**Run 1: cell classes on the final placement**

Scale bar: 20 um.
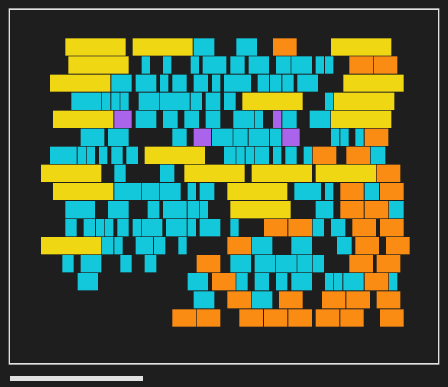
**Run 1: signal wires by layer**

Scale bar: 20 um. Two of the layers only.
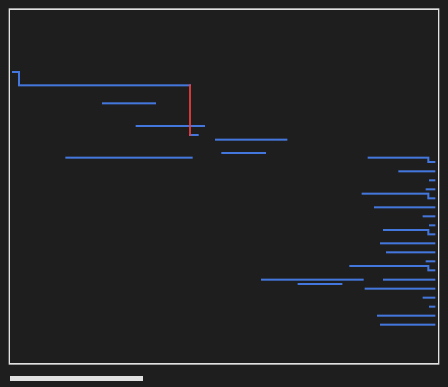
**Run 1: gate families picked out**

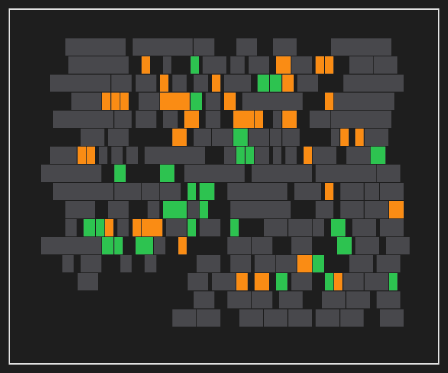
--- config.mk ---
export PLATFORM = sky130hd
export DESIGN_NAME = load_use_interlock
export DESIGN_NICKNAME = d
export VERILOG_FILES = /design/src/rtl/load_use_interlock_pkg.sv /design/src/rtl/load_use_interlock_wait_timer.sv /design/src/rtl/load_use_interlock.sv
export SDC_FILE = /design/constraint.sdc
export NUM_CORES = 1
export LEC_CHECK = 0
export CAP_MARGIN = 0
export CORE_ASPECT_RATIO = 0.8
export CORE_MARGIN = 4
export CORE_UTILIZATION = 51
export DETAILED_ROUTE_END_ITERATION = 6
export PLACE_DENSITY = 0.81
export SLEW_MARGIN = 20
export SYNTH_ARGS = -nofsm -noshare
export SYNTH_HDL_FRONTEND = slang
export SYNTH_SLANG_ARGS = --single-unit
--- constraint.sdc ---
create_clock -name clk -period 6 [get_ports clk]
set_clock_uncertainty 0.15 [all_clocks]
set_input_delay 0.9 -clock clk [delete_from_list [all_inputs] [get_ports clk]]
set_output_delay 0.9 -clock clk [all_outputs]
set_load 0.005 [all_outputs]
--- src/rtl/load_use_interlock_pkg.sv ---
// load_use_interlock_pkg: opcodes, FSM state encoding and default widths for the load-use interlock
package load_use_interlock_pkg;
  localparam int REG_AW_DEF = 5;
  localparam int OP_W_DEF = 7;
  localparam logic [6:0] OP_LOAD = 7'b0000011;
  localparam logic [6:0] OP_STORE = 7'b0100011;
  localparam logic [6:0] OP_ALU = 7'b0110011;
  localparam logic [6:0] OP_ALU_IMM = 7'b0010011;
  typedef enum logic [1:0] {IDLE, LOAD_WAIT, RELEASE} state_t;
endpackage

--- src/rtl/load_use_interlock_wait_timer.sv ---
// interlock_wait_timer: 16-bit saturating MEM-wait counter; hit flags the cycle the count reaches TIMEOUT
module interlock_wait_timer #(
  parameter int TIMEOUT = 255
) (
  input  logic clk,
  input  logic rst_n,
  input  logic clr,
  input  logic en,
  output logic hit
);
  localparam logic [16:0] LIM = 17'(TIMEOUT);
  logic [15:0] cnt;
  always_ff @(posedge clk or negedge rst_n)
    if (!rst_n) cnt <= '0;
    else if (clr) cnt <= '0;
    else if (en && {1'b0, cnt} != LIM) cnt <= cnt + 16'd1;
  assign hit = en && ({1'b0, cnt} + 17'd1 >= LIM);
endmodule

--- src/rtl/load_use_interlock.sv ---
// load_use_interlock: load-use hazard stall/bubble plus MEM-wait hold with sticky timeout (INTERLOCK_STATS_EN adds stall_cycles)
module load_use_interlock
  import load_use_interlock_pkg::*;
#(
  parameter int REG_AW = REG_AW_DEF,
  parameter int OP_W = OP_W_DEF,
  parameter int TIMEOUT = 255
) (
  input  logic              clk,
  input  logic              rst_n,
  input  logic              id_valid,
  input  logic [REG_AW-1:0] id_rs1,
  input  logic [REG_AW-1:0] id_rs2,
  input  logic              id_use_rs1,
  input  logic              id_use_rs2,
  input  logic              ex_valid,
  input  logic [REG_AW-1:0] ex_rd,
  input  logic [OP_W-1:0]   ex_op,
  input  logic              mem_load_req,
  input  logic              mem_ack,
  input  logic              flush,
  output logic              stall_if,
  output logic              stall_id,
  output logic              bubble_ex,
  output logic              stall_mem,
  output logic              busy,
  output logic              timeout_err
`ifdef INTERLOCK_STATS_EN
  ,
  output logic [31:0]       stall_cycles
`endif
);
  state_t state;
  logic hz, wait_st, hit;
  assign hz = id_valid && ex_valid && ex_op == OP_W'(OP_LOAD) && ex_rd != '0 &&
              ((id_use_rs1 && id_rs1 == ex_rd) || (id_use_rs2 && id_rs2 == ex_rd));
  assign wait_st = state == LOAD_WAIT;
  assign stall_if = rst_n && !flush && (wait_st || hz);
  assign stall_id = stall_if;
  assign bubble_ex = rst_n && (flush || (!wait_st && hz));
  assign stall_mem = wait_st;
  assign busy = state != IDLE;
  interlock_wait_timer #(.TIMEOUT(TIMEOUT)) u_timer (
    .clk(clk),
    .rst_n(rst_n),
    .clr(!wait_st),
    .en(wait_st),
    .hit(hit)
  );
  always_ff @(posedge clk or negedge rst_n)
    if (!rst_n) begin
      state <= IDLE;
      timeout_err <= 1'b0;
    end else if (wait_st) begin
      state <= mem_ack ? RELEASE : LOAD_WAIT;
      if (hit && !mem_ack) timeout_err <= 1'b1;
    end else begin
      state <= (mem_load_req && !mem_ack) ? LOAD_WAIT : IDLE;
    end
`ifdef INTERLOCK_STATS_EN
  always_ff @(posedge clk or negedge rst_n)
    if (!rst_n) stall_cycles <= '0;
    else if ((stall_if || stall_mem) && stall_cycles != 32'hFFFF_FFFF) stall_cycles <= stall_cycles + 32'd1;
`endif
endmodule

==> deck_impl_summary.md, run 1 <==
Flow Results at a Glance

Outcome
  – Status: finished, final reports clean

Floorplan
  – Die y size: 53.2 um
  – Die W: around 64 um

Worst setup path
  – Reg2reg path depth: 6
  – Critical Path Sink Type: primary output
  – CP Class: input pin to primary output
  – Crit path largest cell delay: about 0.55 ns

Global routing
  – GR Overflow Total: 0
  – Largest net degree at the start of global routing: 22
  – First-pass GRT wire length: 5.18 mm
  – Initial antenna violation count: 0
  – GRT met2 Usage: 32.7%
  – Met3 usage: about 6%

Cells and area
  – Design area: around 0.0017 mm^2
  – Area delta synth->final: 30.8%
  – Nets: 218

STA
  – Highest Clock Rate: between 200 and 250 MHz

Power
  – Maximum VDD drop: approximately 0.00014 V

Yosys
  – Dominant flop cell: dfrtp_1
  – Register share after synthesis: a little over a third
  – Synth top area share: a little over a third
  – Top logic cell family in the synthesized netlist: simple AND/OR/NAND/NOR gates
  – Yosys cell count: ~150

Clock network
  – H-tree Lvls: 1
  – CTS Hold Bufs: 0

Placement
  – Area after DPL: approximately 0.0017 mm^2
  – GP Congestion: between 0.8 and 0.9

Detailed routing
  – Post-Route WL: about 3.2 mm
About 'cell classes on the final placement':
| class | colour | cells | share of their area |
|---|---|---|---|
| flip-flops | yellow | 19 | 29% |
| clock drivers and dummy loads | purple | 4 | 1.6% |
| all other logic | cyan | 125 | 48% |
| other buffers and delay cells | orange | 36 | 22% |

About 'signal wires by layer':
| layer | colour | wire length |
|---|---|---|
| met3 | blue | 221 um |
| met4 | red | 7.50 um |

About 'gate families picked out':
| family | colour | cells |
|---|---|---|
| NOR gates | orange | 33 |
| NAND gates | green | 27 |

## run 1: how the worst max path moves through the flow
stage	from	to	slack, ns	cells past startpoint
6_report	ex_rd[0]	stall_id	1.78	7
3_5_place_dp	ex_rd[0]	stall_id	1.80	7
3_3_place_gp	ex_rd[0]	stall_id	1.87	7
4_1_cts	ex_rd[0]	stall_id	1.80	7
2_1_floorplan	ex_rd[0]	stall_if	2.79	6
5_1_grt	ex_rd[0]	stall_id	1.71	7
## run 1: power breakdown
part / switching [W] / internal (W)
clock network: 0.0000364 / 0.0000259
logic: 0.0000180 / 0.0000275
registers: 0.00000230 / 0.000130
## run 1: sequential cells by signal, indices dropped and copies added, names as in the netlist
| signal | count |
|---|---|
| u_timer.cnt | 16 |
| timeout_err | 1 |
| state | 2 |
## run 1: through the flow
| stage | setup WS [ns] | total power, W | cells | util, % |
|---|---|---|---|---|
| finish | 1.78 | 0.000240 | 220 | 69.7 |
| global route | 1.71 | 0.000253 | 220 | 69.7 |
| CTS | 1.80 | 0.000242 | 220 | 69.7 |
| detailed placement | 1.80 | 0.000180 | 216 | 68.6 |
| global placement | 1.87 | 0.000179 | 216 | 68.6 |
| floorplan | 2.79 | 0.000149 | 150 | - |
## run 1: cell type report
class	count	area (um^2)
inverter	4	15.0
fill	212	741
sequential	19	475
tap	36	45.0
clock buffer	4	26.3
timing repair buffer	36	360
multi-input combinational	121	779
## run 1: cell usage after synthesis (3+ instances only)
library cell,count
nor2_1,20
dfrtp_1,19
xor2_1,15
xnor2_1,13
nand2_1,11
o21ai_0,9
nand3_1,8
a21oi_1,5
and3_1,4
buf_2,4
nand4_1,4
nor4_1,4
inv_1,3
nor3_1,3
**Run 1: sequential cells grouped by signal name**

Scale bar: 20 um.
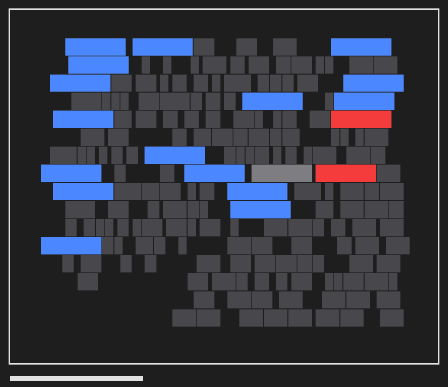

==> inputs of run 2 (changes only) <==
--- a/config.mk
+++ b/config.mk
@@ -8,9 +8,9 @@
 export CAP_MARGIN = 0
 export CORE_ASPECT_RATIO = 0.8
 export CORE_MARGIN = 4
-export CORE_UTILIZATION = 51
+export CORE_UTILIZATION = 43
 export DETAILED_ROUTE_END_ITERATION = 6
-export PLACE_DENSITY = 0.81
+export PLACE_DENSITY = 0.72
 export SLEW_MARGIN = 20
 export SYNTH_ARGS = -nofsm -noshare
 export SYNTH_HDL_FRONTEND = slang
==> constraint.sdc (replaced) <==
create_clock -name clk -period 3.75 [get_ports clk]
set_clock_uncertainty 0.15 [all_clocks]
set_input_delay 0.5625 -clock clk [delete_from_list [all_inputs] [get_ports clk]]
set_output_delay 0.5625 -clock clk [all_outputs]
set_load 0.005 [all_outputs]
**Run 2: sequential cells grouped by signal name**

Scale bar: 20 um.
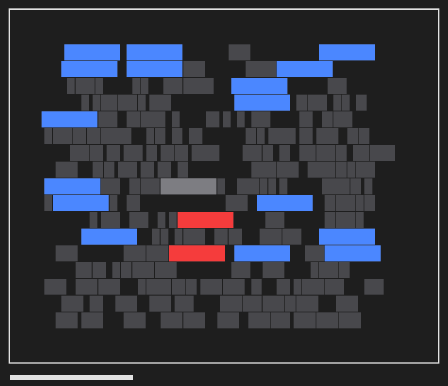
| netlist name | colour | placed flops |
|---|---|---|
| state | red | 2 |
| u_timer.cnt | blue | 16 |

==> run 2 against run 1 <==
Net effect:
- critical endpoint is now stall_if
- global-route usage shrank 2.1 points
- synthesized area is the same
- flip-flop count is the same
- power grew 79%
==> deck_impl_summary.md, run 2 <==
Flow Results at a Glance

STA
  – Highest Clock Rate: between 200 and 300 MHz
  – Setup slack after layout: between 0.1 and 0.15 ns

Worst setup path
  – CP startpoint: ex_rd[0]
  – Crit. path cell count: 7
  – Reg2reg path depth: 6
  – Critical Path Sink Type: primary output

Global routing
  – Met3 usage: under 10%
  – GRT met2 Usage: between 20 and 30%
  – GR Overflow Total: 0
  – Largest net degree at the start of global routing: 20

Placement
  – Dpl ws: roughly 0.13 ns
  – Inst Count DP: roughly 220
  – Area after DPL: 0.00169 mm^2
  – GP Congestion: roughly 0.85

Yosys
  – Register share after synthesis: 36.5%
  – Most common cell in the netlist: nor2_1
  – Synth top area share: 36.5%

Power
  – Sw frac: a little under a quarter
  – Sequential fraction of design power: 49.3%
  – Maximum VDD drop: ~0.00017 V
  – Clk network pwr share: around a third

Cells and area
  – Nets: 219
  – Final cell count without fillers: about 220
  – Largest reg by FF count: u_timer.cnt
  – Area delta synth->final: 33.6%
  – Utilization after layout: between 60% and 70%
  – Largest register FFs: 16
  – FILL cells: 260

Outcome
  – Status: finished, final reports clean

Clock network
  – CTS Hold Bufs: 0
  – H-tree Lvls: 1
## run 2: cell counts after synthesis
Identical to the previous run, type by type.
## run 2: worst min path at each step
stage,depth (start not counted),startpoint,endpoint
CTS,2,u_timer.cnt[15],u_timer.cnt[15]
global route,2,timeout_err,timeout_err
floorplan,0,rst_n,state[0]
detailed placement,2,u_timer.cnt[15],u_timer.cnt[15]
finish,2,u_timer.cnt[15],u_timer.cnt[15]
global placement,2,u_timer.cnt[15],u_timer.cnt[15]
## run 2: layout make-up
class / count / area, um^2 / area share, %
Multi-Input combinational cell: 121 / 786 / 45.2
Sequential cell: 19 / 475 / 27.4
Timing Repair Buffer: 37 / 368 / 21.2
Tap cell: 38 / 47.5 / 2.74
Clock buffer: 3 / 41.3 / 2.38
Inverter: 4 / 15.0 / 0.864
Clock inverter: 1 / 5.00 / 0.288
## run 2: power by group through the flow
stage / registers, W / clock network [W] / logic (W)
floorplan: 0.000214 / 0 / 0.0000244
global placement: 0.000215 / 0 / 0.0000730
detailed placement: 0.000215 / 0 / 0.0000751
CTS: 0.000211 / 0.000147 / 0.0000754
global route: 0.000212 / 0.000156 / 0.0000831
finish: 0.000212 / 0.000142 / 0.0000762
## run 2: logic make-up after synthesis
family | Yosys count | synth area share [%]
adder cells (fa/ha/maj) | 2 | 1.92
flip-flops | 19 | 36.5
multiplexers | 3 | 2.40
XOR/XNOR | 28 | 18.8
buffers and inverters | 10 | 3.56
AND-OR/OR-AND | 18 | 8.17
AND/OR/NAND/NOR | 70 | 28.6
## run 2: worst register-to-register path, cell delays in order, from the launching register on
cell,delay (ns)
dfrtp_1,0.48
ha_1,0.32
nand3_1,0.24
nor2_2,0.26
nand4_1,0.35
nand2_1,0.39
mux2i_1,0.12
Power and IR drop assume default switching activity.
